Design imm_gen_pipe, sky130hd; sources not shown.
Cells by drive strength:
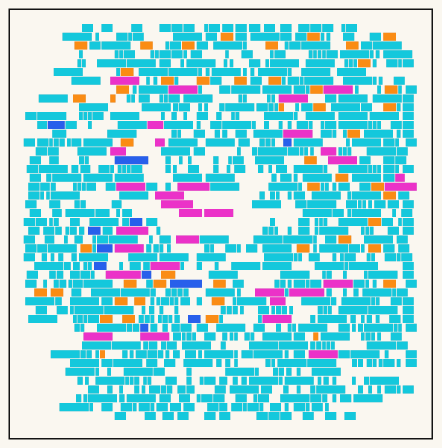
_2 cells -> orange  # cells 49, share 5.4%, most used mux2_2
_0 and _1 cells -> cyan  # cells 810, share 90%, most used nand2_1
_6 and larger -> magenta  # cells 31, share 3.4%, most used clkbuf_16
_3 and _4 cells -> blue  # cells 11, share 1.2%
Area Overhead vs Synth: 31.7%
Final WS setup: 2.92 ns
Repair and plain buffers: 159

Pin map:
Scale bar: 50 um. Pins as bars across the die edge, other pins in gray.
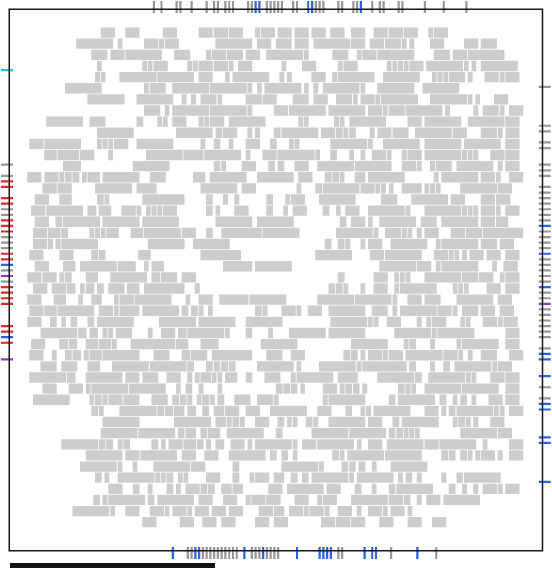
out_fmt -> purple  # pins 3, direction output, edge 2 left, 1 right
illegal_count -> red  # pins 16, direction output, edge left
out_imm -> blue  # pins 32, direction output, edge 14 bottom, 11 right, 5 top, 2 left
clk -> cyan  # pins 1, direction input, edge left
die width: 130 um
PortBufs: 153
Die Ht: 132 um

Zoomed window:
Window x 88 to 108, y 89 to 109 um. Cells in gray, sequential cells in the stronger gray; small squares are vias.
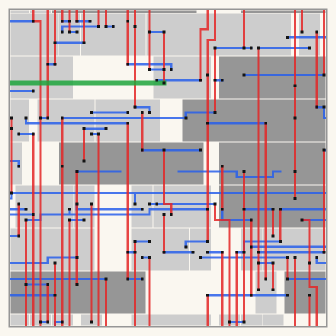
metal 1 -> blue
metal 3 -> green
metal 2 -> red
most frequent = nand2_1 (7), dfrtp_1 (6), mux2i_1 (4)
cells with their middle in the window = 26
sequential cells in the window = 6

==> results.cfg <==
; synthesis and place-and-route metrics
[run_status]
status = finished clean

[routing]
routed_wl_um = 17500
dr.pass1.iters = 7
ant_nets = 0
drcViolationCount = 0
vias = 5823
wire_per_inst_um = 16.1

[final_timing]
slew_headroom = 0.301
hold_viol = 0
period_used_share = 0.610
rsz0062_at_grt = false
finalClockSkew_ns = 0.00594

[placed_design]
routabilityCongestion = 0.839
hpwlAfterDp_um = 11400

[clocking]
clock_path_buffers = 2
clock_latency_ns = 0.41
cts_tree = done
ctsHtreeMaxLevel = 4
numCtsBuffers = 17
cts.reportedPaths.clkPinSlew_ns = 0.06

[logic_synthesis]
syn_area_um2 = 7350
ys_cells = 757
ys_sh_simple = 0.179
top_logic_kind = simple AND/OR/NAND/NOR gates
synth_cell_types = 42
ys_sh_mux = 0.156
syn-instance-count = 757
async_reset_ff_frac = 1.00
ys_sh_adder = 0.00340

[worst_hold_path]
hold_class = flop to flop

[final_layout]
layout_top_cell = nand2_1
diodes = 0
fillers = 1229
layoutNonFillerInstCount = 1089
drive_gt1_frac = 0.101
final_cell_mix = nand2_1 (185), dfrtp_1 (155), clkdlybuf4s50_1 (153)
layout.nets = 958

[floorplan]
rows = 45
coreArea_um2 = 14900
chip_area_um2 = 17200
boundaryPins = 154

[grt]
grt_pass1_wl_um = 29000
antenna_found_initial = 0
first_global_vias = 5802
grt_max_degree = 93

[critical_path]
cp-start-kind = flop
crit_arrival_ns = 3.07
slowest_stage = clkdlybuf4s50_1
reg2reg_depth = 6
slowest_delay_ns = 1.17
cp_data_required_time_ns = 5.99
cp_cell_sequence = buf_16 -> mux2i_1 -> nor2_1 -> clkdlybuf4s50_1
reg2reg_slack_ns = 5.20

[job]
warnings = 25
## worst max-delay path, delay by kind of cell (launching register included)
family        cells  cell delay, ns
flops             1            0.86
simple gates      1            0.17
buf+inv           2            1.50
mux               1            0.11
## layer usage
layer  track usage  vias up  wire, um
li1              -     2804         -
met1         0.290     2837      7780
met2         0.335      153      8410
met3        0.0523       29      1030
met4        0.0676        0       323
met5             0        -         0
## cells in the mapped netlist, drive strengths merged (2+ instances only)
cell	instances	area share
a21oi	24	0.016
nand4	4	0.0034
buf	19	0.015
xor2	13	0.015
nor2b	2	0.0017
nand2	186	0.095
nor3	9	0.0061
dfrtp	156	0.53
mux2	41	0.063
inv	5	0.0026
mux2i	68	0.093
xnor2	4	0.0048
nand3	11	0.0082
nor4	5	0.0051
clkbuf	28	0.015
o21ai	70	0.048
ha	2	0.0034
nand2b	4	0.0034
a22oi	6	0.0061
nor2	85	0.043
## layout make-up
| class | count | area [um2] | area share |
|---|---|---|---|
| Clock inverter | 10 | 113 | 0.0116 |
| Multi-Input combinational cell | 549 | 3240 | 0.334 |
| Sequential cell | 156 | 3910 | 0.403 |
| Clock buffer | 22 | 484 | 0.0500 |
| Inverter | 5 | 23.8 | 0.00245 |
| Timing Repair Buffer | 159 | 1680 | 0.174 |
| Tap cell | 188 | 235 | 0.0243 |
## stage by stage
stage / instance area [um2] / setup slack (ns) / TNS [ns]
detailed placement: 9090 / 3.36 / 0
finish: 9680 / 2.92 / 0
global placement: 8900 / -0.313 / -47.26
CTS: 9680 / 2.89 / 0
global route: 9680 / 2.80 / 0
floorplan: 7130 / 1.79 / 0
## logic make-up (layout without fill, tap and decap cells)
family	Yosys count	after routing
buffers and inverters	52	196
flip-flops	156	156
AND/OR/NAND/NOR	315	315
multiplexers	109	109
adder cells (fa/ha/maj)	2	2
AND-OR/OR-AND	106	106
XOR/XNOR	17	17
